### The metal 1 layer

(1 px per um) Supply wires on this layer in grey.
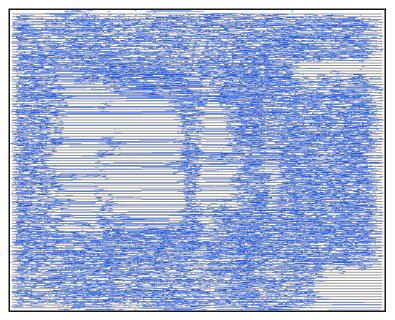
### The metal 2 layer

(1 px per um)
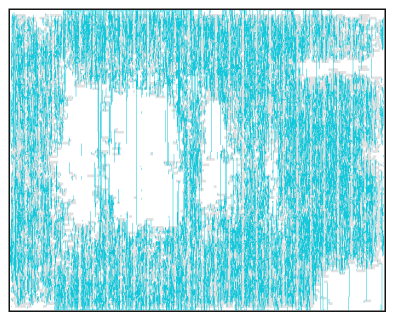
### M3 wires

(1 px per um)
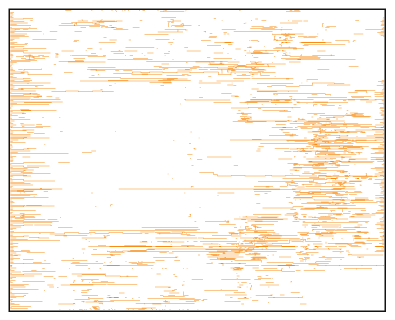
==> config.mk <==
export PLATFORM = sky130hd
export DESIGN_NAME = ffas
export DESIGN_NICKNAME = d
export VERILOG_FILES = /design/src/rtl/ffas.sv
export SDC_FILE = /design/constraint.sdc
export NUM_CORES = 2
export LEC_CHECK = 0
export CORE_ASPECT_RATIO = 0.8
export CORE_MARGIN = 2
export CORE_UTILIZATION = 50
export DETAILED_ROUTE_END_ITERATION = 10
export PLACE_DENSITY = 0.88
export SLEW_MARGIN = 5
export SYNTH_ARGS = -nofsm -noshare
export SYNTH_HDL_FRONTEND = slang
export SYNTH_SLANG_ARGS = --single-unit
==> constraint.sdc <==
create_clock -name clk -period 5.4 [get_ports clk]
set_input_delay 1.08 -clock clk [delete_from_list [all_inputs] [get_ports clk]]
set_output_delay 1.08 -clock clk [all_outputs]
set_load 0.05 [all_outputs]
==> flow_summary.json <==
{
  "pwr-share-seq_pct": 33.5,
  "cts_sinks": 1163,
  "final-setup-viol-count": 271,
  "crit_type": "reg -> reg",
  "clk_latency_ns": 0.79,
  "syn-num-nets": 7009,
  "drive_gt1_share_pct": 16.1,
  "clk_pin_slew_ns": 0.07,
  "layout_top_cells": "1363 x nor2_1, 1155 x dfxtp_1, 1059 x mux2i_1",
  "cpMaxStageDelayCell": "fa_2",
  "timing.hold.ws_ns": 0.447,
  "drc": 0,
  "first_global_vias": 48500,
  "viasPerCell": 5.76,
  "cpPeakStageDelay_ns": 0.41,
  "track_usage_pct": 31.6,
  "failed_checks": "negative setup slack",
  "root_buffer": "clkbuf_16",
  "wire_per_inst_um": 22.3,
  "rows": 108,
  "fin_nets": 8121,
  "end_kind": "register",
  "worst_ir_drop_vdd_mv": 0.326,
  "required_ns": 6.04,
  "warning_count": 58,
  "top_cells_by_count": "1368 x nor2_1, 1163 x dfxtp_1, 1118 x mux2i_1",
  "holdCritPathClass": "reg -> reg",
  "holdPathStages": 2,
  "arrival_ns": 6.95,
  "final_common_cell": "nor2_1",
  "clkPwrFrac_pct": 31.1,
  "clock_skew_ns": 0.0449,
  "p_int_mw": 19.1,
  "yosys_warnings": 0,
  "die_h_um": 300,
  "fmax_mhz": 158,
  "cap_violations": 0,
  "core_mm2": 0.109,
  "antenna_found_initial": 32,
  "placed_cells": 8626,
  "top_cell": "nor2_1",
  "synth-async-reset-ratio_pct": 0,
  "fp_util_pct": 50.5,
  "gr-total-overflow": 0,
  "ff_type": "dfxtp_1",
  "drt_iter0_markers": 5688,
  "startpoint_type": "register",
  "cts_buffers": 111,
  "final-hold-violation-count": 0,
  "port_buffers": 772,
  "design_area_mm2": 0.0751,
  "ys_area_mm2": 0.0549,
  "htreeDepth": 3,
  "ys_cells": 6301,
  "finalWorstSetupSlack_ns": -0.914,
  "area_growth_pct": 36.7,
  "area_leaders": "dfxtp_1 42%, mux2i_1 20%, nor2_1 9.4%",
  "yosys.stat.seqShare_pct": 42.4,
  "drv_slew": 0,
  "syn_avg_cell_area_um2": 8.72,
  "cts_tree": "built",
  "synth_cell_type_count": 83,
  "crit_fanout": 6,
  "cts_buffer_depth": 3,
  "grt_pass1_wl_um": 279000,
  "final_core_util_pct": 69.1,
  "pin_count": 774,
  "die_area_mm2": 0.113,
  "gp_congestion": 0.958,
  "reg2reg_depth": 30,
  "worst_slew_pin_slew_ns": 1.39,
  "netlist_area_mm2": 0.0549,
  "power.density_mw_per_mm2": 376,
  "status": "finished, violations left",
  "numSynthFlops": 1163,
  "antenna_left": 0,
  "total_leakage_power_nw": 32.3,
  "yosys.area.top_type_share_pct": 42.4,
  "first_pass_iters": 7,
  "die-width_um": 375,
  "yosysTopAreaCell": "dfxtp_1",
  "p_comb_share_pct": 35.3
}
Back to the opening pictures, 'The metal 1 layer':
The wires run mostly horizontal. The longest straight run is 160 um. The layer carries 80.6 mm of wire. The layer holds 40% of the routed length.
total vias in the final route: 51.7k
GRT met1 Usage: 41.2%
Post-Route WL: 200000 um

Back to the opening pictures, 'The metal 2 layer':
7119 nets have wire on it. The wires run mostly vertical. The layer carries 90.8 mm of wire. The layer holds 45% of the routed length. The longest straight run is 145 um.
met2 Usage GRT: 50.2%

Back to the opening pictures, 'M3 wires':
The wires run mostly horizontal. The layer holds 9.2% of the routed length. The layer carries 18400 um of wire. The longest straight run is 161 um. 1156 nets have wire on it.
grt met3 use: 7.40%

-- cells by family (layout without fill, tap and decap cells) --
group,Yosys count,in the layout,synth area share [%]
AND-OR/OR-AND,1133,1133,11.6
XOR/XNOR,121,121,1.93
adder cells (fa/ha/maj),192,192,4.43
buffers and inverters,664,1872,5.40
flip-flops,1163,1163,42.4
multiplexers,1118,1118,20.4
other,0,28,0
AND/OR/NAND/NOR,1910,1910,13.8
-- critical path: cells and delay by family, from the launching register on --
kind / cells / cell delay, ns
simple gates: 4 / 1.11
fa+ha+maj: 4 / 1.29
xor+xnor: 1 / 0.17
buf+inv: 9 / 1.08
mux: 1 / 0.31
flops: 1 / 0.32
compound gates: 11 / 1.90
-- routing by layer --
metal	up-vias	track usage [%]	part of all wire, %
met5	-	0	0.028
met4	8	13.3	4.9
met3	657	7.40	9.2
met2	2681	50.2	45
met1	24700	41.2	40
li1	23700	-	-
-- area by class of cell --
type                       count  area (um^2)
timing repair buffer        1438        14000
clock inverter                55          931
antenna                       28         70.1
multi-input combinational   4474        31100
clock buffer                 154         3140
sequential                  1163        23300
tap                         1430         1790
inverter                     225          847
fill                        7408        33600
-- power by group through the flow --
| stage | registers, mW | clock network [mW] | logic [mW] |
|---|---|---|---|
| floorplan | 9.42 | 0 | 4.79 |
| global placement | 9.56 | 0 | 6.93 |
| detailed placement | 9.59 | 0 | 7.10 |
| CTS | 9.41 | 8.72 | 8.16 |
| global route | 9.48 | 9.12 | 10.4 |
| finish | 9.46 | 8.78 | 9.97 |
-- repair_timing --
action	in CTS	in global routing
gates cloned	14	17
resized	124	406
pin swaps	37	89
buffers inserted	25	60
setup endpoints to repair	290	297
hold buffers	0	0
Power and IR drop assume default switching activity.
